[src/rtl/serial_demux_1ton_pkg.sv]
// Shared definitions for the serial 1-to-N deserializer.
// FSM state encodings and the legal frame-width range.
package serial_demux_1ton_pkg;

    typedef enum logic {
        ST_IDLE  = 1'b0,
        ST_SHIFT = 1'b1
    } state_e;

    localparam int WIDTH_MIN = 2;
    localparam int WIDTH_MAX = 32;

    function automatic bit width_ok(input int w);
        return (w >= WIDTH_MIN) && (w <= WIDTH_MAX);
    endfunction

endpackage

[src/rtl/serial_demux_1ton_bit_lane_decoder.sv]
// Combinational 1-to-N demux: one-hot write enable for lane sel.
// Ports: sel, en, d in; we[WIDTH-1:0] one-hot (zero when !en), d_out = d.
module bit_lane_decoder
    import serial_demux_1ton_pkg::*;
#(
    parameter int WIDTH = 8
) (
    input  logic [$clog2(WIDTH)-1:0] sel,
    input  logic                     en,
    input  logic                     d,
    output logic [WIDTH-1:0]         we,
    output logic                     d_out
);

    localparam int CW = $clog2(WIDTH);

    always_comb begin
        we = '0;
        for (int k = 0; k < WIDTH; k++) begin
            we[k] = en && (sel == CW'(k));
        end
    end

    assign d_out = d;

endmodule

[src/rtl/serial_demux_1ton.sv]
// Serial-to-parallel deserializer: steers each valid bit into a word lane.
// Ports: clk, rst_n, din, din_valid, frame_start in; dout, dout_valid, busy, frame_err out.
module serial_demux_1ton
    import serial_demux_1ton_pkg::*;
#(
    parameter int WIDTH     = 8,
    parameter bit LSB_FIRST = 1'b1
) (
    input  logic             clk,
    input  logic             rst_n,
    input  logic             din,
    input  logic             din_valid,
    input  logic             frame_start,
    output logic [WIDTH-1:0] dout,
    output logic             dout_valid,
    output logic             busy,
    output logic             frame_err
);

    localparam int CW = $clog2(WIDTH);
    localparam logic [CW-1:0] LAST = CW'(WIDTH - 1);

    generate
        if (!width_ok(WIDTH)) begin : g_bad_width
            $error("serial_demux_1ton: WIDTH out of range 2..32");
        end
    endgenerate

    state_e          state_q;
    state_e          state_d;
    logic [CW-1:0]   cnt_q;
    logic [CW-1:0]   cnt_d;
    logic [WIDTH-1:0] buf_q;
    logic [WIDTH-1:0] buf_d;
    logic [WIDTH-1:0] we;
    logic [CW-1:0]   lane;
    logic [CW-1:0]   sel;
    logic            wr_en;
    logic            restart;
    logic            abort;
    logic            done;
    logic            lane_d;

    always_comb begin
        state_d = state_q;
        cnt_d   = cnt_q;
        wr_en   = 1'b0;
        restart = 1'b0;
        abort   = 1'b0;
        done    = 1'b0;
        unique case (state_q)
            ST_IDLE: begin
                if (din_valid && frame_start) begin
                    wr_en   = 1'b1;
                    restart = 1'b1;
                    cnt_d   = CW'(1);
                    state_d = ST_SHIFT;
                end
            end
            ST_SHIFT: begin
                if (din_valid) begin
                    wr_en = 1'b1;
                    if (frame_start) begin
                        restart = 1'b1;
                        abort   = 1'b1;
                        cnt_d   = CW'(1);
                    end else if (cnt_q == LAST) begin
                        done    = 1'b1;
                        cnt_d   = '0;
                        state_d = ST_IDLE;
                    end else begin
                        cnt_d = cnt_q + 1'b1;
                    end
                end
            end
            default: begin
                state_d = ST_IDLE;
                cnt_d   = '0;
            end
        endcase
    end

    // A new frame always writes lane 0; physical bit depends on order.
    assign lane = restart ? '0 : cnt_q;
    assign sel  = LSB_FIRST ? lane : (LAST - lane);

    bit_lane_decoder #(
        .WIDTH (WIDTH)
    ) u_dec (
        .sel   (sel),
        .en    (wr_en),
        .d     (din),
        .we    (we),
        .d_out (lane_d)
    );

    // Restart clears stale bits so an aborted frame cannot leak through.
    always_comb begin
        buf_d = restart ? '0 : buf_q;
        buf_d = (buf_d & ~we) | (we & {WIDTH{lane_d}});
    end

    always_ff @(posedge clk or negedge rst_n) begin
        if (!rst_n) begin
            state_q    <= ST_IDLE;
            cnt_q      <= '0;
            buf_q      <= '0;
            dout       <= '0;
            dout_valid <= 1'b0;
            frame_err  <= 1'b0;
        end else begin
            state_q    <= state_d;
            cnt_q      <= cnt_d;
            buf_q      <= buf_d;
            dout_valid <= done;
            frame_err  <= abort;
            if (done) begin
                dout <= buf_d;
            end
        end
    end

    assign busy = (state_q == ST_SHIFT);

endmodule

[config.mk]
export PLATFORM = sky130hd
export DESIGN_NAME = serial_demux_1ton
export DESIGN_NICKNAME = d
export VERILOG_FILES = /design/src/rtl/serial_demux_1ton_pkg.sv /design/src/rtl/serial_demux_1ton_bit_lane_decoder.sv /design/src/rtl/serial_demux_1ton.sv
export SDC_FILE = /design/constraint.sdc
export NUM_CORES = 1
export LEC_CHECK = 0
export ABC_AREA = 1
export CORE_ASPECT_RATIO = 0.9
export CORE_UTILIZATION = 25
export DETAILED_ROUTE_END_ITERATION = 7
export PLACE_DENSITY = 0.47
export SYNTH_ARGS = -nofsm -noshare
export SYNTH_HDL_FRONTEND = slang
export SYNTH_SLANG_ARGS = --single-unit
[constraint.sdc]
create_clock -name clk -period 1.2 [get_ports clk]
set_input_delay 0.36 -clock clk [delete_from_list [all_inputs] [get_ports clk]]
set_output_delay 0.36 -clock clk [all_outputs]
set_load 0.02 [all_outputs]
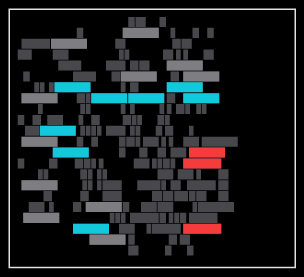
Fig. 1. Register map, names as in the netlist (run 1).
Drawn at 4 px/um.
Key: buf_q = cyan [flops 8]; cnt_q = red [flops 3]
Another 11 sequential cells are not colored.

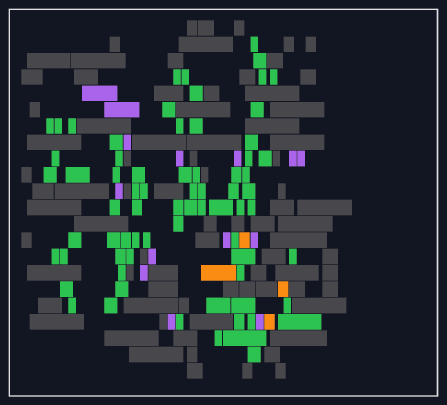
Fig. 2. Logic cells by family (run 1).
Drawn at 6 px/um.
Key: inv cells = purple [cells 14, most used inv_1]; nand cells = green [cells 71, most used nand2_1]; aoi and oai cells = orange [cells 4, most used o21ai_0]
most frequent logic cell in the layout: nand2_1
combinational share of cell area: 35.7%
Post-Layout Cell Count: 216

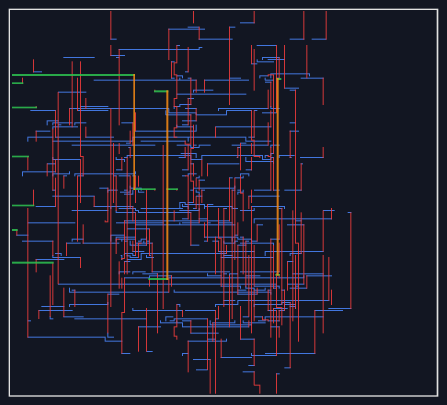
Fig. 3. Metal layers overlaid (run 1).
Drawn at 6 px/um.
Key: M4 = orange [wire length 83.0 um]; M2 = red [wire length 1,160 um]; M1 = blue [wire length 1,140 um]; M3 = green [wire length 49.7 um]
via count: 936
Routed WL: 2.44 mm

==> results.cfg, run 1 <==
; implementation run metrics
[run_status]
outcome = finished, violations left
violations = setup timing

[worst_setup_path]
r2r-start = cnt_q[1]
crit_family = flip-flops
slowest_stage = dfrtp_1
crit_chain = ha_4, ha_4, nand2_8, clkinv_8, nand2_2, nand2_1
cp_data_required_time_ns = 1.36
crit_type = register to register
r2r-end = dout[6]
worst-path-stages = 6
endpoint = dout[6]
cp.arrival_ns = 1.39
rr_worst_depth = 6
max_stage_delay_ns = 0.43
rrSetupSlack_ns = -0.03

[finish]
nets = 176
diodes = 0
drive_above_1_share_pct = 47.0
n_fill_cell = 410
fin_area_um2 = 1610
area_growth_pct = 49.8

[sta]
worst_pin_slew_ns = 0.281
period_needed_ns = 1.23
fin_skew_ns = 0.00258
hold_viol_final = 0
setup_ws_ns = -0.0278
min_period_over_period_pct = 102
slew_headroom_pct = 81.2
timing.final.max_slew_violations = 0
finalSetupViolCount = 7

[placed_design]
placed_cells = 202
gp_congestion = 0.764
port_buffers = 15
pre_cts_slack_ns = -0.532
place_area_um2 = 1400
hpwl_mm = 1.55

[die]
rows = 22
dieHeight_um = 64.2
die-area_um2 = 4570
io_pins = 16

[global_route]
gr-usage-met3_pct = 1.89
grt_use_total_pct = 11.8
grt-ovfl-total = 0
gr-usage-met2_pct = 19.4
grt_max_degree = 23
antenna_found_initial = 0
busiest_layer = met2
grt_pass1_vias = 861

[synth]
ys_types = 18
synth_nets = 135
ys_cells = 128
synthCells = 128
top_cell = nand2_1
synth.top_cell.area_share_pct = 51.2
avgSynthCellArea_um2 = 8.40
synth-edff-count = 0
synthTopCellsByArea = dfrtp_1 (51%), nand2_1 (17%), nand2_2 (6.4%), nand3_1 (4.2%), inv_1 (3.8%)
ys_sh_mux_pct = 0
simple_gate_share_pct = 38.8
ff_type = dfrtp_1
ys_top_cells_by_count = nand2_1 (48), dfrtp_1 (22), inv_1 (11), nand2_2 (11)
synth_warnings = 0
postSynthSeqShare_pct = 51.2
logic_family = simple AND/OR/NAND/NOR gates
async_reset_ff_share_pct = 100
synth.cellmix.xorXnorShare_pct = 0
synth.cellmix.compoundShare_pct = 2.21

[job]
warnings = 28

[route]
drc_errors = 0
viasPerCell = 4.33
routed.top_layer = met4
wl_met1_mm = 1.14
drt_iter0_drc = 13
routed-wl-met3_um = 49

[power]
peakVddDrop_uv = 476
power.leakage_nw = 0.848
p_total_mw = 1.89

[clocking]
ctsHoldBuffers = 0
clkLatencyLatePin_ns = 0.26
cts_buffers = 3
htree_levels = 1
path_clk_slew_ns = 0.08
postCtsSetupRepairBufs = 2
cts.sinks = 22
[run 1: power breakdown]
| group | leakage, nW | internal, mW | switching [mW] | total, mW |
|---|---|---|---|---|
| sequential | 0.291 | 0.810 | 0.0390 | 0.849 |
| clock | 0.0288 | 0.293 | 0.239 | 0.531 |
| combinational | 0.528 | 0.220 | 0.287 | 0.507 |
| total | 0.848 | 1.32 | 0.565 | 1.89 |
[run 1: final cells by class]
class	count	area, um^2	area share [%]
clock buffer	4	55.1	3.42
inverter	13	61.3	3.81
multi-input combinational	92	576	35.7
sequential	22	553	34.3
tap	48	60.1	3.73
timing repair buffer	36	289	17.9
timing repair inverter	1	16.3	1.01
[run 1: flip-flops by register name (all words and copies together) (netlist names)]
register,count
buf_q,8
busy,1
cnt_q,3
dout,8
dout_valid,1
frame_err,1
==> run 1 -> run 2 <==
--- a/config.mk
+++ b/config.mk
@@ -10,6 +10,7 @@
 export CORE_UTILIZATION = 25
 export DETAILED_ROUTE_END_ITERATION = 7
 export PLACE_DENSITY = 0.47
+export SKIP_LAST_GASP = 1
 export SYNTH_ARGS = -nofsm -noshare
 export SYNTH_HDL_FRONTEND = slang
 export SYNTH_SLANG_ARGS = --single-unit
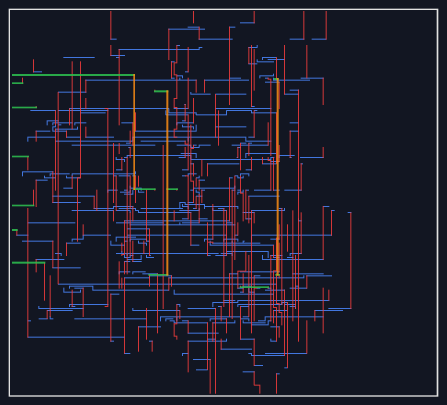
Fig. 4. Metal layers overlaid (run 2).
Drawn at 6 px/um.
Key: M1 = blue [wire length 1,110 um]; M3 = green [wire length 52.9 um]; M2 = red [wire length 1,110 um]; M4 = orange [wire length 82.3 um]
via count: 912
GRT Total Usage: 11.6%

==> run 2 against run 1 <==
Compared with the run above:
- the flow still finishes with violations (setup timing)
- flip-flop count is the same
- synthesized cell count is the same
- critical endpoint is now dout[0]
- setup slack gained 0.0047 ns
- clock-buffer cell count is the same
- largest cell class is now registers
- highest routed layer unchanged
- sequential power is essentially flat
- final area shrank 3.2%
==> results.cfg, run 2 <==
; implementation run metrics
[synth]
top_cell = nand2_1
synth.top_cell.area_share_pct = 51.2
ys_top_cells_by_count = nand2_1 (48), dfrtp_1 (22), inv_1 (11), nand2_2 (11)
async_reset_ff_share_pct = 100
synth_nets = 135
synthCells = 128
synth_warnings = 0
synth-edff-count = 0
synthTopCellsByArea = dfrtp_1 (51%), nand2_1 (17%), nand2_2 (6.4%), nand3_1 (4.2%), inv_1 (3.8%)

[global_route]
grt_pass1_vias = 850

[finish]
n_fill_cell = 417
clk_share_pct = 3.53
top_area_cell_class = registers
comb_share_pct = 35.2
fin_area_um2 = 1560
top_regs = buf_q (8), dout (8), cnt_q (3)
n_all_buffers = 34
comb.multi_input.count = 92
ff_count = 22
seq_area_um2 = 553
n_all_inverters = 14
drive_above_1_share_pct = 43.4
seq_share_pct = 35.5
clkbuf_count = 4
nets = 174
stdcell_count = 214
diodes = 0

[placed_design]
hpwl_mm = 1.55
port_buffers = 15
place_area_um2 = 1400
gp_congestion = 0.764

[clocking]
path_clk_slew_ns = 0.08
clkLatencyLatePin_ns = 0.26
cts_buffers = 3
htree_levels = 1

[route]
viasPerCell = 4.26
drt-total-wl_mm = 2.36
drc_errors = 0

[power]
powerComb_uw = 460
clockPowerShare_pct = 29.1
pg_clk_uw = 536
internal_power_mw = 1.30
power.leakage_nw = 0.816

[worst_setup_path]
r2r-end = dout[0]
slowest_stage = dfrtp_2
r2r-start = cnt_q[0]
endpoint = dout[0]
crit_chain = ha_4, ha_4, nand2_8, clkinv_8, nand2_1, nand2_1
cp_data_required_time_ns = 1.36
crit_type = register to register
crit_family = flip-flops

[sta]
period_needed_ns = 1.22
finalSetupViolCount = 4
hold_viol_final = 0
setup_ws_ns = -0.0232
min_period_over_period_pct = 102

[run_status]
violations = setup timing
outcome = finished, violations left

[die]
tapCellCount = 48
io_pins = 16
rows = 22
die-area_um2 = 4570
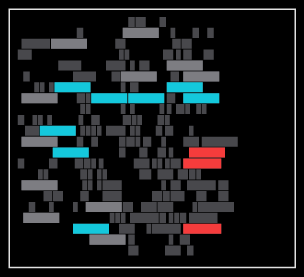
Fig. 5. Register map, names as in the netlist (run 2).
Drawn at 4 px/um.
Key: buf_q = cyan [flops 8]; cnt_q = red [flops 3]

[run 2: cell counts after synthesis]
Identical to the previous run, type by type.
[run 2: metal layers]
metal / part of all wire (%) / GRT usage [%] / up-vias
met5: 0 / 0 / -
met4: 3.5 / 7.25 / 0
met3: 2.2 / 1.89 / 7
met2: 47 / 18.9 / 14
met1: 47 / 14.4 / 425
li1: - / - / 466
[run 2: logic make-up after synthesis]
kind of cell	share of synthesized area [%]
and+or+nand+nor	38.8
DFF	51.2
buffers and inverters	5.47
AOI/OAI and AO/OA	2.21
adders and majority gates	2.33
[run 2: timing repair]
action / in CTS / in global routing
hold endpoints to repair: 0 / 0
pin swaps: 8 / 6
hold buffers: 0 / 0
cloned: 1 / 0
setup buffers: 2 / 5
endpoints found under the setup margin: 31 / 14
resized: 61 / 8
Power is estimated from default activity; no workload was simulated.
